### M2 wires, run 1

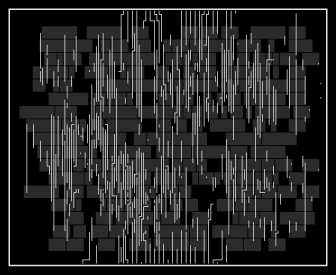
### M1 wires, run 1

Bar = 20 um.
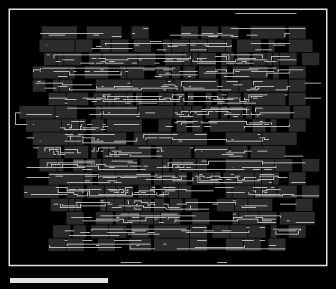
### Sequential cells grouped by signal name, run 1

Other sequential cells in the stronger gray, the rest of the logic in the fainter gray.
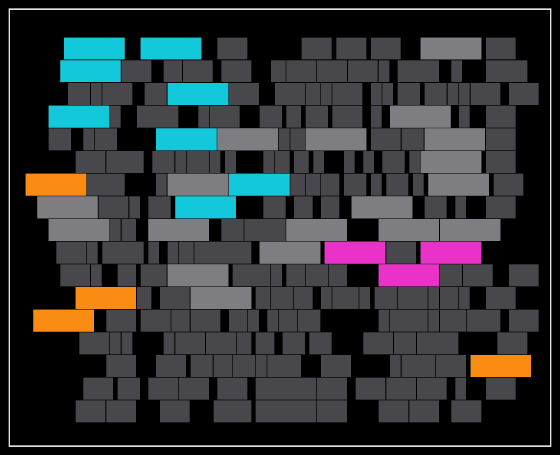
### Placed standard cells, run 1

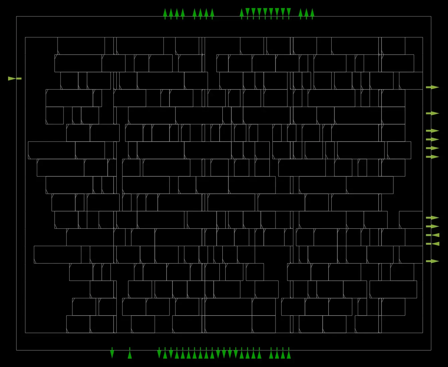
$ cat config.mk
export PLATFORM = sky130hd
export DESIGN_NAME = glyph_rom_arbiter
export DESIGN_NICKNAME = d
export VERILOG_FILES = /design/src/rtl/glyph_rom_arbiter.sv
export SDC_FILE = /design/constraint.sdc
export NUM_CORES = 1
export LEC_CHECK = 0
export CAP_MARGIN = 10
export CORE_ASPECT_RATIO = 0.8
export CORE_UTILIZATION = 45
export DETAILED_ROUTE_END_ITERATION = 7
export PLACE_DENSITY = 0.83
export SKIP_LAST_GASP = 1
export SLEW_MARGIN = 10
export SYNTH_ARGS = -nofsm -noshare
export SYNTH_HDL_FRONTEND = slang
export SYNTH_SLANG_ARGS = --single-unit
$ cat constraint.sdc
create_clock -name clk -period 2.23 [get_ports clk]
set_clock_uncertainty 0.1 [all_clocks]
set_input_delay 0.446 -clock clk [delete_from_list [all_inputs] [get_ports clk]]
set_output_delay 0.446 -clock clk [all_outputs]
set_load 0.05 [all_outputs]
$ cat src/rtl/glyph_rom_arbiter.sv
// rtl/glyph_rom_arbiter.sv - round-robin arbiter sharing one glyph ROM between two renderers
//
// Purpose:
//   Two requesters (VGA text renderer, RTC menu renderer) share a single
//   combinational 8-bit glyph ROM. Each request is one row read or a burst of
//   BURST_LEN rows. Ties are broken round-robin. The ROM address is driven
//   from registers, and the returned row is registered per requester with a
//   valid strobe. Single-read latency is two cycles, and bursts stream one
//   row per cycle.
//
// Ports:
//   clk               system clock, rising edge
//   rst               synchronous active-low reset
//   req0/req1         request, held until the matching gnt
//   burst0/burst1     1 = burst of BURST_LEN rows, 0 = single row
//   row0/row1         starting row (3 bits)
//   glyph0/glyph1     glyph select (4 bits)
//   gnt0/gnt1         combinational accept strobe
//   valid0/valid1     registered, data0/data1 carry a returned row
//   data0/data1       registered row data
//   rom_dir/rom_sel   registered ROM row address / glyph select
//   rom_data          combinational ROM output
//   busy              high while burst beats remain to be issued

module glyph_rom_arbiter #(
  parameter int BURST_LEN = 8
) (
  input  logic       clk,
  input  logic       rst,
  input  logic       req0,
  input  logic       req1,
  input  logic       burst0,
  input  logic       burst1,
  input  logic [2:0] row0,
  input  logic [2:0] row1,
  input  logic [3:0] glyph0,
  input  logic [3:0] glyph1,
  output logic       gnt0,
  output logic       gnt1,
  output logic       valid0,
  output logic       valid1,
  output logic [7:0] data0,
  output logic [7:0] data1,
  output logic [2:0] rom_dir,
  output logic [3:0] rom_sel,
  input  logic [7:0] rom_data,
  output logic       busy
);

  typedef enum logic {
    ST_IDLE  = 1'b0,
    ST_BURST = 1'b1
  } state_t;

  localparam logic [3:0] LP_BEATS_INIT = 4'(BURST_LEN - 1);
  localparam logic       LP_MULTI_BEAT = (BURST_LEN > 1);

  state_t     r_state, w_state_nxt;
  logic [3:0] r_beats_left, w_beats_nxt;
  logic       r_last, w_last_nxt;
  logic       r_owner, w_owner_nxt;
  logic       r_addr_v, w_addr_v_nxt;
  logic [2:0] r_rom_dir, w_dir_nxt;
  logic [3:0] r_rom_sel, w_sel_nxt;
  logic       r_valid0, r_valid1;
  logic [7:0] r_data0, r_data1;

  logic       w_pick0, w_pick1;
  logic       w_accept;
  logic       w_acc_burst;

  // Round-robin pick: r_last names the requester granted most recently.
  // On a tie the other requester wins. r_last resets to 1, so requester 0
  // wins the first tie.
  assign w_pick0 = req0 & (~req1 | r_last);
  assign w_pick1 = req1 & (~req0 | ~r_last);

  // Accepts happen only in IDLE. The last burst beat is addressed in the
  // first IDLE cycle after a burst, so a grant there follows the burst with
  // no idle bubble on the ROM address.
  assign w_accept    = rst & (r_state == ST_IDLE) & (req0 | req1);
  assign w_acc_burst = w_pick1 ? burst1 : burst0;

  assign gnt0 = w_accept & w_pick0;
  assign gnt1 = w_accept & w_pick1;

  always_comb begin
    w_state_nxt  = r_state;
    w_beats_nxt  = r_beats_left;
    w_last_nxt   = r_last;
    w_owner_nxt  = r_owner;
    w_addr_v_nxt = 1'b0;
    w_dir_nxt    = r_rom_dir;
    w_sel_nxt    = r_rom_sel;
    case (r_state)
      ST_IDLE: begin
        if (w_accept) begin
          w_owner_nxt  = w_pick1;
          w_last_nxt   = w_pick1;
          w_dir_nxt    = w_pick1 ? row1 : row0;
          w_sel_nxt    = w_pick1 ? glyph1 : glyph0;
          w_addr_v_nxt = 1'b1;
          // A one-row burst is indistinguishable from a single read.
          if (w_acc_burst && LP_MULTI_BEAT) begin
            w_state_nxt = ST_BURST;
            w_beats_nxt = LP_BEATS_INIT;
          end
        end
      end
      ST_BURST: begin
        // The row address wraps naturally in 3 bits (7 -> 0).
        w_dir_nxt    = r_rom_dir + 3'd1;
        w_beats_nxt  = r_beats_left - 4'd1;
        w_addr_v_nxt = 1'b1;
        if (r_beats_left == 4'd1) begin
          w_state_nxt = ST_IDLE;
        end
      end
      default: begin
        w_state_nxt = ST_IDLE;
      end
    endcase
  end

  always_ff @(posedge clk) begin
    if (!rst) begin
      r_state      <= ST_IDLE;
      r_beats_left <= 4'd0;
      r_last       <= 1'b1;
      r_owner      <= 1'b0;
      r_addr_v     <= 1'b0;
      r_rom_dir    <= 3'd0;
      r_rom_sel    <= 4'd0;
    end else begin
      r_state      <= w_state_nxt;
      r_beats_left <= w_beats_nxt;
      r_last       <= w_last_nxt;
      r_owner      <= w_owner_nxt;
      r_addr_v     <= w_addr_v_nxt;
      r_rom_dir    <= w_dir_nxt;
      r_rom_sel    <= w_sel_nxt;
    end
  end

  // Return path: rom_data belongs to the owner of the address presented this
  // cycle. The non-owner keeps its last data and sees valid low.
  always_ff @(posedge clk) begin
    if (!rst) begin
      r_valid0 <= 1'b0;
      r_valid1 <= 1'b0;
      r_data0  <= 8'd0;
      r_data1  <= 8'd0;
    end else begin
      r_valid0 <= r_addr_v & ~r_owner;
      r_valid1 <= r_addr_v & r_owner;
      if (r_addr_v && !r_owner) begin
        r_data0 <= rom_data;
      end
      if (r_addr_v && r_owner) begin
        r_data1 <= rom_data;
      end
    end
  end

  assign valid0  = r_valid0;
  assign valid1  = r_valid1;
  assign data0   = r_data0;
  assign data1   = r_data1;
  assign rom_dir = r_rom_dir;
  assign rom_sel = r_rom_sel;
  assign busy    = (r_state == ST_BURST);

endmodule

==> results.py, run 1 <==
# Generated from Yosys and OpenROAD reports
metrics = {
    "status": {
        "outcome": "finished clean",
    },
    "sta": {
        "setup_ws_ns": 0.0553,
        "worst_slew_pin_slew_ns": 0.560,
        "rsz0062_at_grt": "false",
    },
    "placed_design": {
        "gp_congestion": 0.927,
        "dp.cells": 250,
        "portBuffers": 55,
    },
    "power_and_ir_drop": {
        "p_int_mw": 1.04,
        "p_leak_nw": 0.884,
    },
    "detailed_routing": {
        "antenna_left": 0,
        "drtIter0Drc": 42,
        "drt-met1-wl_mm": 1.67,
        "routed_wl_mm": 3.73,
        "wl_met3_um": 199,
        "route.detailed.wl_per_inst_um": 14.5,
    },
    "global_routing": {
        "use_met1_pct": 29.8,
        "grtUsageTotal_pct": 24.6,
    },
    "final_layout": {
        "signal_buffers": 63,
        "comb_share_pct": 33.4,
        "comb_cells": 114,
    },
    "synthesis": {
        "yosysCellCount": 160,
        "aoi_share_pct": 19.5,
        "top_logic_kind": "simple AND/OR/NAND/NOR gates",
        "synth_nets": 191,
        "yosysWarningCount": 0,
        "synth_area_um2": 1420,
    },
    "worst_setup_path": {
        "cp-startpoint": "rst",
        "worstReg2RegStart": "r_addr_v",
        "worstPathArrival_ns": 1.63,
        "path_depth": 5,
    },
    "clocking": {
        "root_buffer": "clkbuf_8",
    },
    "job": {
        "maxCapViolCount": 0,
    },
}
Back to the opening pictures, 'M2 wires':
share of all routed wire	48%
wire length on this layer	1790 um

Back to the opening pictures, 'M1 wires':
longest straight run	27.1 um
nets with wire on the layer	223
share of all routed wire	45%

Back to the opening pictures, 'Sequential cells grouped by signal name':
netlist name	color	placed flops
rom_dir	magenta	3
data1	cyan	8
rom_sel	orange	4
not colored	18
flop share of the area: 30.6%
fin util: 75.2%
P_seq: 0.667 mW

Back to the opening pictures, 'Placed standard cells':
row count: 17
flop count: 33
non-filler instance count after layout: 258

--- run 2 (diff from run 1) ---
--- a/config.mk
+++ b/config.mk
@@ -8,6 +8,7 @@
 export CAP_MARGIN = 10
 export CORE_ASPECT_RATIO = 0.8
 export CORE_UTILIZATION = 45
+export CTS_CLUSTER_DIAMETER = 40
 export DETAILED_ROUTE_END_ITERATION = 7
 export PLACE_DENSITY = 0.83
 export SKIP_LAST_GASP = 1
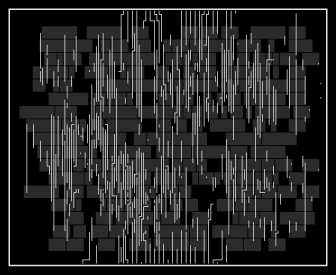
*M2 wires, run 2*
wire length on this layer	1790 um
nets with wire on the layer	219
share of all routed wire	48%

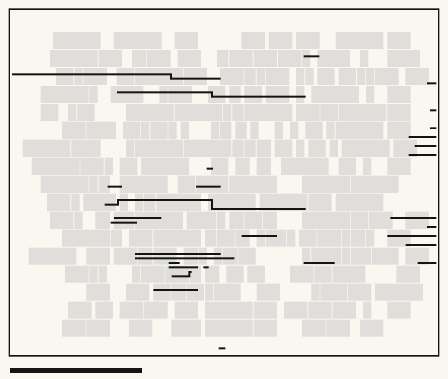
*Met3 routing, run 2*
Bar = 20 um.
main direction	horizontal
share of all routed wire	5.4%

==> results.py, run 2 <==
# Generated from Yosys and OpenROAD reports
metrics = {
    "status": {
        "outcome": "finished clean",
    },
    "worst_setup_path": {
        "path_depth": 5,
        "cp-startpoint": "rst",
    },
    "power_and_ir_drop": {
        "p_leak_nw": 0.884,
        "p_int_mw": 1.04,
        "pg_seq_mw": 0.667,
    },
    "final_layout": {
        "seq_share_pct": 30.6,
        "signal_buffers": 63,
        "comb_share_pct": 33.4,
        "fin_cells": 258,
    },
    "detailed_routing": {
        "drt-met1-wl_mm": 1.67,
        "routed_wl_mm": 3.73,
        "drtIter0Drc": 42,
        "wl_met3_um": 199,
        "route.detailed.wl_per_inst_um": 14.5,
        "antenna_left": 0,
    },
    "global_routing": {
        "grtUsageTotal_pct": 24.6,
        "use_met1_pct": 29.8,
    },
    "clocking": {
        "root_buffer": "clkbuf_8",
    },
    "synthesis": {
        "top_logic_kind": "simple AND/OR/NAND/NOR gates",
        "synth_area_um2": 1420,
        "synth_nets": 191,
        "yosysCellCount": 160,
        "yosysWarningCount": 0,
        "aoi_share_pct": 19.5,
    },
    "placed_design": {
        "portBuffers": 55,
        "gp_congestion": 0.927,
    },
}
Power figures rest on the tool's default switching activity, not on a simulated workload.
